### Where the registers sit

(2 px per um)
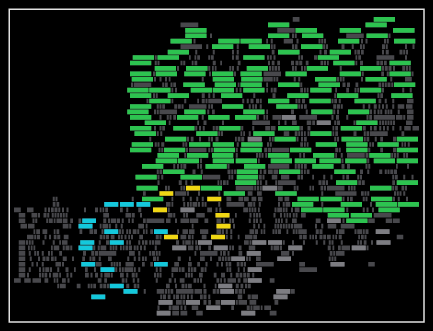
### Metal layers overlaid

(2 px per um) Two of the layers only.
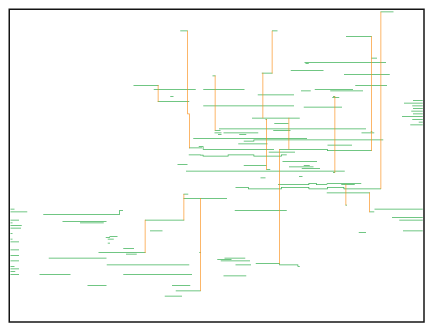
==> config.mk <==
export PLATFORM = sky130hd
export DESIGN_NAME = uart_rx_fifo_param
export DESIGN_NICKNAME = d
export VERILOG_FILES = /design/src/rtl/uart_pkg.sv /design/src/rtl/uart_rx_sync_fifo.sv /design/src/rtl/uart_rx_fifo_param.sv
export SDC_FILE = /design/constraint.sdc
export NUM_CORES = 1
export LEC_CHECK = 0
export ABC_AREA = 1
export CAP_MARGIN = 20
export CORE_ASPECT_RATIO = 0.75
export CORE_MARGIN = 1.5
export CORE_UTILIZATION = 35
export CTS_CLUSTER_DIAMETER = 60
export DETAILED_ROUTE_END_ITERATION = 6
export RECOVER_POWER = 50
export SYNTH_ARGS = -nofsm -noshare
export SYNTH_HDL_FRONTEND = slang
export SYNTH_HIERARCHICAL = 1
export SYNTH_SLANG_ARGS = --single-unit
==> constraint.sdc <==
create_clock -name clk -period 3.7 [get_ports clk]
set_input_delay 0.555 -clock clk [delete_from_list [all_inputs] [get_ports clk]]
set_output_delay 0.555 -clock clk [all_outputs]
set_load 0.02 [all_outputs]
==> metrics.cfg <==
[status]
status = complete, no violations

[sta]
setup_tns_ns = 0
max_freq_ghz = 0.298
clock_skew_ns = 0.0197
hold_viol = 0
setup_ws_ns = 0.347
slew_violations = 0
rsz0062_at_grt = false
worst_slew_pin_slew_ns = 1.15
min_period_ns = 3.35
relSlewSlack_pct = 23.0
hold_slack_ns = 0.412

[power_and_ir_drop]
switchingPower_mw = 2.90
ir_worst_vdd_mv = 0.339
p_total_mw = 8.13
pwr-share-clk_pct = 32.2
swShare_pct = 35.6
power_frac_comb_pct = 33.4

[yosys]
logic_family = simple AND/OR/NAND/NOR gates
top_area_share_pct = 44.2
ys_chip_area_mm2 = 0.0109
ys.flops = 215
syn_inst = 1281
simple_gate_area_share_pct = 26.0
yosys_cells = 1281
ys_sh_mux_pct = 0
yosys.area.top_type = edfxtp_1
synth-compound-area-share_pct = 5.06
synth.avg_cell_area_um2 = 8.49
ys.flop_type = edfxtp_1
top_cells_by_area = edfxtp_1 (44%), nand2_1 (11%), dfxtp_1 (10%), inv_1 (7.5%), nand3_1 (7.1%)
edf_count = 160
synth_area_mm2 = 0.0109
synth_xor_xnor_area_share_pct = 2.01
synth-adder-area-share_pct = 2.14

[clocking]
cts_resized = 0
postCtsSetupBuffers = 0
cts_buffers = 26
cts_hold_buf = 0
clk_path_buf_depth = 3
root_buffer = clkbuf_16
cts_max_level = 1
cts.sinks = 215
cts_tree = done

[setup_path]
arrival_ns = 2.80
reg2reg_depth = 15
crit_path_max_fanout = 46
endpoint_kind = output port
cp.required_ns = 3.14
cp-start-kind = flop

[route]
via_per_inst = 4.72
dr.pass1.iters = 5
vias = 8309
drt_iter0_markers = 768
post_drt_wl_per_cell_um = 15.0
ant_nets = 0

[floorplanning]
die_w_um = 207
fp.dieArea_mm2 = 0.0322
ioPinCount = 45
initCoreUtil_pct = 35.8

[layout]
layoutNonFillerInstCount = 1761
syn2layout_area_growth_pct = 15.6
drive_above_1_share_pct = 6.83
largest_reg_flops = 160

[grt]
grt_overflow_total = 0
grt_first_pass_wirelength_um = 42200
grt_pass1_vias = 7928

[run]
warnings = 28

[placed_design]
place.gp.congestion = 0.824
pre_cts_slack_ns = 0.722
post_dp_cell_area_mm2 = 0.0118
port_buffers = 44
dp_hpwl_um = 17000
dp_cells = 1713

## Picture notes: 'Where the registers sit'
Key: cyan = cnt_q [flops 16, where lower left]; green = u_fifo/mem_q [flops 160]; yellow = shift_q [flops 8]
final core utilization: 41.4%
fraction of area in registers: 47.0%
sequential cell area: 0.00591 mm^2
Seq. pwr: 2.80 mW

## Picture notes: 'Metal layers overlaid'
Key: green = metal 3 [wire length 1,660 um]; orange = metal 4 [wire length 515 um]
final wirelength: 26,400 um
gr usage total: 16.8%

cells in the mapped netlist (2+ instances only):
library cell	n
xor2_1	18
inv_1	217
o22ai_1	3
inv_2	4
xnor2_1	7
o21bai_1	3
nand3_1	154
buf_6	11
clkbuf_1	10
nand2_4	3
buf_2	21
a22oi_1	2
nor2_2	6
edfxtp_1	160
dfxtp_1	55
a211oi_1	9
o21ai_0	22
a31oi_1	2
nand2_1	333
nand3_2	2
ha_1	17
buf_4	3
a21oi_1	49
nand4_1	8
nor3_1	6
nor2_1	125
nand2_2	6
nor2_4	6
or2_2	5
layer usage:
| metal | up-vias | routed length (um) | global-route usage (%) |
|---|---|---|---|
| met3 | 38 | 1660 | 2.72 |
| met2 | 205 | 11500 | 26.3 |
| li1 | 4212 | - | - |
| met5 | - | 0 | 0 |
| met1 | 3854 | 12700 | 24.0 |
| met4 | 0 | 515 | 4.24 |
final cells by class:
type                       count  area [um^2]
fill                        3017        17800
sequential                   215         5910
multi-input combinational    796         3750
inverter                     224          848
clock buffer                  31          689
timing repair buffer          79          668
tap                          399          499
clock inverter                17          209
cells in the final DEF, fill, tap and decap left out, drive strengths merged, types with 2 or more instances in the layout:
master / count
nor2: 137
buf: 24
clkinvlp: 6
nor3: 6
ha: 17
nand4: 9
nand3: 156
dlygate4sd3: 8
a31oi: 2
a21oi: 50
clkdlybuf4s50: 35
bufinv: 4
edfxtp: 160
o21bai: 3
a21boi: 2
clkbuf: 43
xor2: 18
nand2: 342
o21ai: 22
dfxtp: 55
a211oi: 9
xnor2: 7
a22oi: 2
inv: 223
clkinv: 8
or2: 6
o22ai: 3
power groups by stage:
stage               logic (mW)  registers [mW]  clock network, mW
floorplan                 2.07            2.84                  0
finish                    2.72            2.80               2.62
detailed placement        2.80            2.85                  0
global placement          2.78            2.84                  0
CTS                       2.81            2.80               2.66
global route              3.06            2.82               2.77
worst max-delay path, cell delays in order, from the launching register on:
cell	delay [ns]
dfxtp_2	0.37
buf_4	0.46
nand2_1	0.10
nand2_1	0.13
nand2_1	0.09
nand3_1	0.10
nand3_1	0.11
nand2_1	0.13
inv_1	0.05
nor2_1	0.09
clkdlybuf4s50_1	0.61
kinds of logic (layout without fill, tap and decap cells):
kind of cell	after synthesis	count (layout)
fa+ha+maj	18	18
simple gates	657	657
compound gates	96	96
xor+xnor	25	25
buf+inv	270	351
flops	215	215
Power figures rest on the tool's default switching activity, not on a simulated workload.
